<file path="src/rtl/spmv_csr_engine.sv">
// CSR sparse-matrix x dense-vector engine: walks row pointers, nonzeros and x,
// emitting one signed row sum per valid/ready beat and flagging malformed CSR data.
module spmv_csr_engine #(
  parameter int unsigned DATA_W   = 16,
  parameter int unsigned ACC_W    = 40,
  parameter int unsigned MAX_ROWS = 16,
  parameter int unsigned MAX_COLS = 16,
  parameter int unsigned MAX_NNZ  = 256,
  localparam int unsigned RW = $clog2(MAX_ROWS + 1),
  localparam int unsigned CW = $clog2(MAX_COLS),
  localparam int unsigned NW = $clog2(MAX_NNZ + 1)
) (
  input  logic              i_clk,
  input  logic              i_rst,
  input  logic              i_start,
  input  logic [RW-1:0]     i_num_rows,
  input  logic [CW:0]       i_num_cols,
  output logic [RW-1:0]     o_rp_addr,
  input  logic [NW-1:0]     i_rp_data,
  output logic [NW-1:0]     o_nz_addr,
  input  logic [CW:0]       i_col_idx,
  input  logic [DATA_W-1:0] i_val,
  output logic [CW-1:0]     o_x_addr,
  input  logic [DATA_W-1:0] i_x_data,
  output logic              o_y_valid,
  input  logic              i_y_ready,
  output logic [RW-1:0]     o_y_row,
  output logic [ACC_W-1:0]  o_y_data,
  output logic              o_busy,
  output logic              o_done,
  output logic              o_err
);

  localparam int unsigned PW = 2 * DATA_W;

  typedef enum logic [2:0] {
    S_IDLE, S_RP_FIRST, S_RP_NEXT, S_NZ, S_DRAIN, S_WRITE, S_DONE
  } state_t;

  state_t              state_q, state_d;
  logic                rp_phase_q, rp_phase_d;
  logic [RW-1:0]       r_q, r_d;
  logic [RW-1:0]       nrows_q, nrows_d;
  logic [CW:0]         ncols_q, ncols_d;
  logic [NW-1:0]       beg_q, beg_d;
  logic [NW-1:0]       end_q, end_d;
  logic [ACC_W-1:0]    acc_q, acc_d;
  logic                v1_q, v1_d, v2_q, v2_d, v3_q, v3_d;
  logic [DATA_W-1:0]   val1_q, val1_d, val2_q, val2_d;
  logic                bad1_q, bad1_d, bad2_q, bad2_d;
  logic [RW-1:0]       rp_addr_d;
  logic [NW-1:0]       nz_addr_d;
  logic [CW-1:0]       x_addr_d;
  logic                valid_d, busy_d, done_d, err_d;
  logic signed [PW-1:0] prod;

  assign o_y_row  = r_q;
  assign o_y_data = acc_q;
  assign prod     = PW'($signed(val2_q)) * PW'($signed(i_x_data));

  // Next-state, datapath and output-register values
  always_comb begin
    state_d    = state_q;
    rp_phase_d = rp_phase_q;
    r_d        = r_q;
    nrows_d    = nrows_q;
    ncols_d    = ncols_q;
    beg_d      = beg_q;
    end_d      = end_q;
    acc_d      = acc_q;
    rp_addr_d  = o_rp_addr;
    nz_addr_d  = o_nz_addr;
    x_addr_d   = o_x_addr;
    valid_d    = o_y_valid;
    err_d      = o_err;
    done_d     = 1'b0;
    val1_d     = val1_q;
    bad1_d     = bad1_q;
    v1_d       = (state_q == S_NZ);
    v2_d       = v1_q;
    v3_d       = v2_q;
    val2_d     = val1_q;
    bad2_d     = bad1_q;

    // Stage 1: col/val arrive; out-of-range columns keep x_addr and zero the term
    if (v1_q) begin
      val1_d = i_val;
      bad1_d = (i_col_idx >= ncols_q);
      if (i_col_idx >= ncols_q) err_d = 1'b1;
      else                      x_addr_d = i_col_idx[CW-1:0];
    end

    if (v3_q && !bad2_q) acc_d = acc_q + ACC_W'(prod);

    case (state_q)
      S_IDLE: begin
        if (i_start) begin
          nrows_d   = i_num_rows;
          ncols_d   = i_num_cols;
          err_d     = 1'b0;
          r_d       = '0;
          acc_d     = '0;
          rp_addr_d = '0;
          if (i_num_rows == '0) begin
            state_d = S_DONE;
            done_d  = 1'b1;
          end else begin
            state_d = S_RP_FIRST;
          end
        end
      end
      S_RP_FIRST: begin
        rp_addr_d  = RW'(1);
        rp_phase_d = 1'b0;
        state_d    = S_RP_NEXT;
      end
      S_RP_NEXT: begin
        if (!rp_phase_q) begin
          if (r_q == '0) beg_d = i_rp_data;
          rp_phase_d = 1'b1;
        end else begin
          end_d      = i_rp_data;
          rp_phase_d = 1'b0;
          if (i_rp_data > beg_q) begin
            nz_addr_d = beg_q;
            state_d   = S_NZ;
          end else begin
            if (i_rp_data < beg_q) err_d = 1'b1;
            valid_d = 1'b1;
            state_d = S_WRITE;
          end
        end
      end
      S_NZ: begin
        if (o_nz_addr == end_q - NW'(1)) state_d = S_DRAIN;
        else                             nz_addr_d = o_nz_addr + NW'(1);
      end
      S_DRAIN: begin
        if (v3_q && !v2_q && !v1_q) begin
          valid_d = 1'b1;
          state_d = S_WRITE;
        end
      end
      S_WRITE: begin
        if (i_y_ready) begin
          valid_d = 1'b0;
          acc_d   = '0;
          r_d     = r_q + RW'(1);
          if ((r_q + RW'(1)) == nrows_q) begin
            state_d = S_DONE;
            done_d  = 1'b1;
          end else begin
            beg_d      = end_q;
            rp_addr_d  = r_q + RW'(2);
            rp_phase_d = 1'b0;
            state_d    = S_RP_NEXT;
          end
        end
      end
      S_DONE: state_d = S_IDLE;
      default: state_d = S_IDLE;
    endcase

    busy_d = (state_d != S_IDLE);
  end

  always_ff @(posedge i_clk) begin
    if (i_rst) begin
      state_q    <= S_IDLE;
      rp_phase_q <= 1'b0;
      r_q        <= '0;
      nrows_q    <= '0;
      ncols_q    <= '0;
      beg_q      <= '0;
      end_q      <= '0;
      acc_q      <= '0;
      v1_q       <= 1'b0;
      v2_q       <= 1'b0;
      v3_q       <= 1'b0;
      val1_q     <= '0;
      val2_q     <= '0;
      bad1_q     <= 1'b0;
      bad2_q     <= 1'b0;
      o_rp_addr  <= '0;
      o_nz_addr  <= '0;
      o_x_addr   <= '0;
      o_y_valid  <= 1'b0;
      o_busy     <= 1'b0;
      o_done     <= 1'b0;
      o_err      <= 1'b0;
    end else begin
      state_q    <= state_d;
      rp_phase_q <= rp_phase_d;
      r_q        <= r_d;
      nrows_q    <= nrows_d;
      ncols_q    <= ncols_d;
      beg_q      <= beg_d;
      end_q      <= end_d;
      acc_q      <= acc_d;
      v1_q       <= v1_d;
      v2_q       <= v2_d;
      v3_q       <= v3_d;
      val1_q     <= val1_d;
      val2_q     <= val2_d;
      bad1_q     <= bad1_d;
      bad2_q     <= bad2_d;
      o_rp_addr  <= rp_addr_d;
      o_nz_addr  <= nz_addr_d;
      o_x_addr   <= x_addr_d;
      o_y_valid  <= valid_d;
      o_busy     <= busy_d;
      o_done     <= done_d;
      o_err      <= err_d;
    end
  end

endmodule
</file>
<file path="config.mk">
export PLATFORM = sky130hd
export DESIGN_NAME = spmv_csr_engine
export DESIGN_NICKNAME = d
export VERILOG_FILES = /design/src/rtl/spmv_csr_engine.sv
export SDC_FILE = /design/constraint.sdc
export NUM_CORES = 1
export LEC_CHECK = 0
export CAP_MARGIN = 20
export CORE_MARGIN = 2
export CORE_UTILIZATION = 60
export DETAILED_ROUTE_END_ITERATION = 8
export GPL_TIMING_DRIVEN = 0
export PLACE_DENSITY = 0.81
export SKIP_CTS_REPAIR_TIMING = 1
export SLEW_MARGIN = 20
export SYNTH_ARGS = -nofsm -noshare
export SYNTH_HDL_FRONTEND = slang
export SYNTH_SLANG_ARGS = --single-unit
</file>
<file path="constraint.sdc">
create_clock -name i_clk -period 11.1 [get_ports i_clk]
set_input_delay 2.22 -clock i_clk [delete_from_list [all_inputs] [get_ports i_clk]]
set_output_delay 2.22 -clock i_clk [all_outputs]
set_load 0.1 [all_outputs]
</file>
==> images/m1.png <==
Scale bar: 50 um. Cells faint in the background.
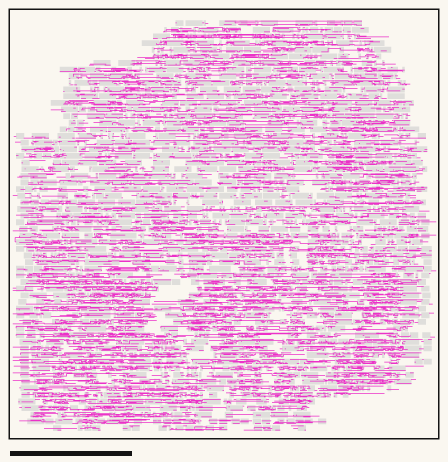
The layer holds 39% of the routed length. The layer carries 18,200 um of wire.
via count: 15,118
routed wire length: 46,800 um
met1 global-route usage: 39.5%

==> images/m2.png <==
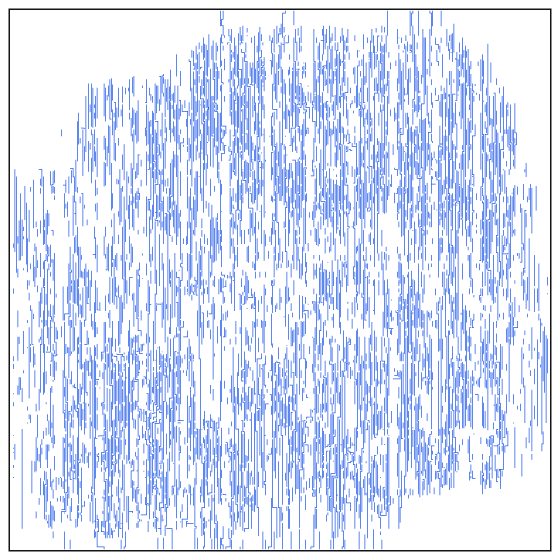
2,371 nets have wire on it. The layer carries 22.7 mm of wire. The longest straight run is 58.8 um. The layer holds 49% of the routed length. The wires run mostly vertical.
grt met2 use: 53.2%

==> images/m3.png <==
Scale bar: 50 um.
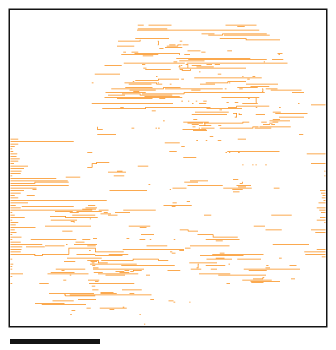
The layer holds 8.2% of the routed length. The longest straight run is 67.6 um.
met3 Use GR: 5.09%

==> images/m4.png <==
Scale bar: 50 um.
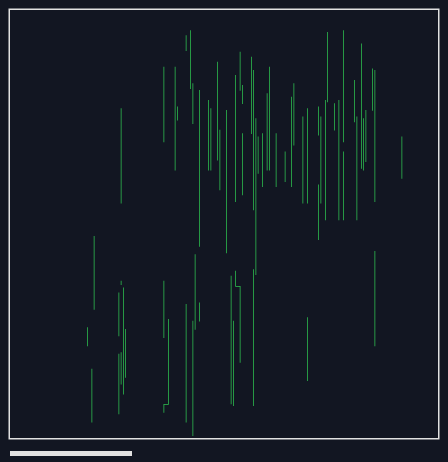
The wires run mostly vertical. The layer holds 4.4% of the routed length. 60 nets have wire on it.

==> images/clock_nets.png <==
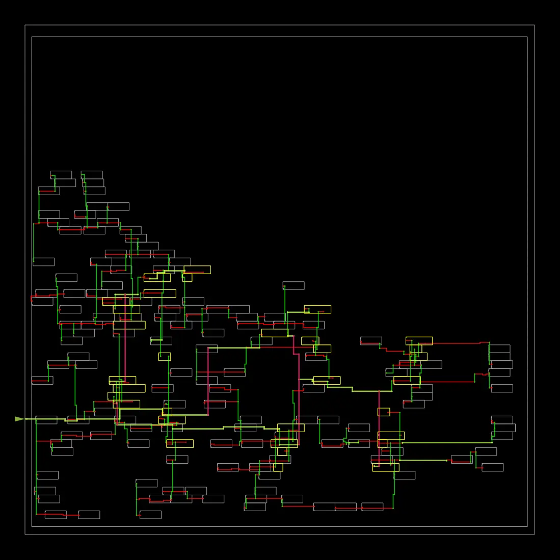
clk latency late pin: 0.43 ns
Sink Count: 136
flip-flops: 136

==> out/qor.yml <==
worstReg2RegEnd: "o_y_data[39]$_SDFF_PP0_"
wl_met3_um: 3840
synth_flops: 136
leakage_nw: 9.39
crit_start: "i_x_data[6]"
yosysWarnings: 0
final_common_cell: "inv_1"
wl_met1_um: 18200
crit_path_end: "o_y_data[39]$_SDFF_PP0_"
largest_register_ffs: 40
max_cap_violations: 0
edf_count: 0
grtUsageTotal_pct: 31.3
die_w_um: 175
clk_share_pct: 3.26
grt_pass1_wl_um: 76800
area_growth_pct: 13.7
grt_max_degree: 17
crit_top_cell: "fa_1"
whs_path_depth: 2
max_slew_margin_pct: 33.4
grt_pass1_vias: 15576
drive_above_1_share_pct: 2.66
rows: 62
stdcell_count: 2600
p_sw_uw: 526
synth_cells: 2055
path_max_fanout: 10
hold_viol_final: 0
drt-wirelength-per-cell_um: 18.0
top_layer_used: "met5"
synthXorXnorAreaFrac_pct: 4.12
status: "finished clean"
worst-path-stages: 32
synth-cells-yosys: 2055
placedCellCount: 2565
ys_area_um2: 17600
drc_errors: 0
grt-ovfl-total: 0
netlist.area_leader.share_pct: 29.9
critPathTopFamily: "adder cells"
period_used_pct: 96.3
logic_area_um2: 13400
worstMarginPinSlew_ns: 0.995
dpl_cell_area_um2: 19400
p_comb_uw: 401
pwr-share-clk_pct: 40.8
netlist_top_cells_count: "inv_1 (327), nand2_1 (269), fa_1 (263)"
min_path_type: "reg2reg"
clock_skew_ns: 0.0152
setup_viol: 0
ys_seq_share_pct: 15.4
tap_cells: 384
top_area_cell: "fa_1"
area_leaders: "fa_1 (30%), dfxtp_1 (15%), ha_1 (10%), inv_1 (7.0%), nand2_1 (5.7%)"
crit_path_max_incr_delay_ns: 0.70
coreArea_um2: 28800
biggestCellCategory: "multi-input combinational cells"
dr.first_iter.drc_count: 1133
reg2reg_depth: 30
cts_root_buffer: "clkbuf_16"
Power is estimated from default activity; no workload was simulated.
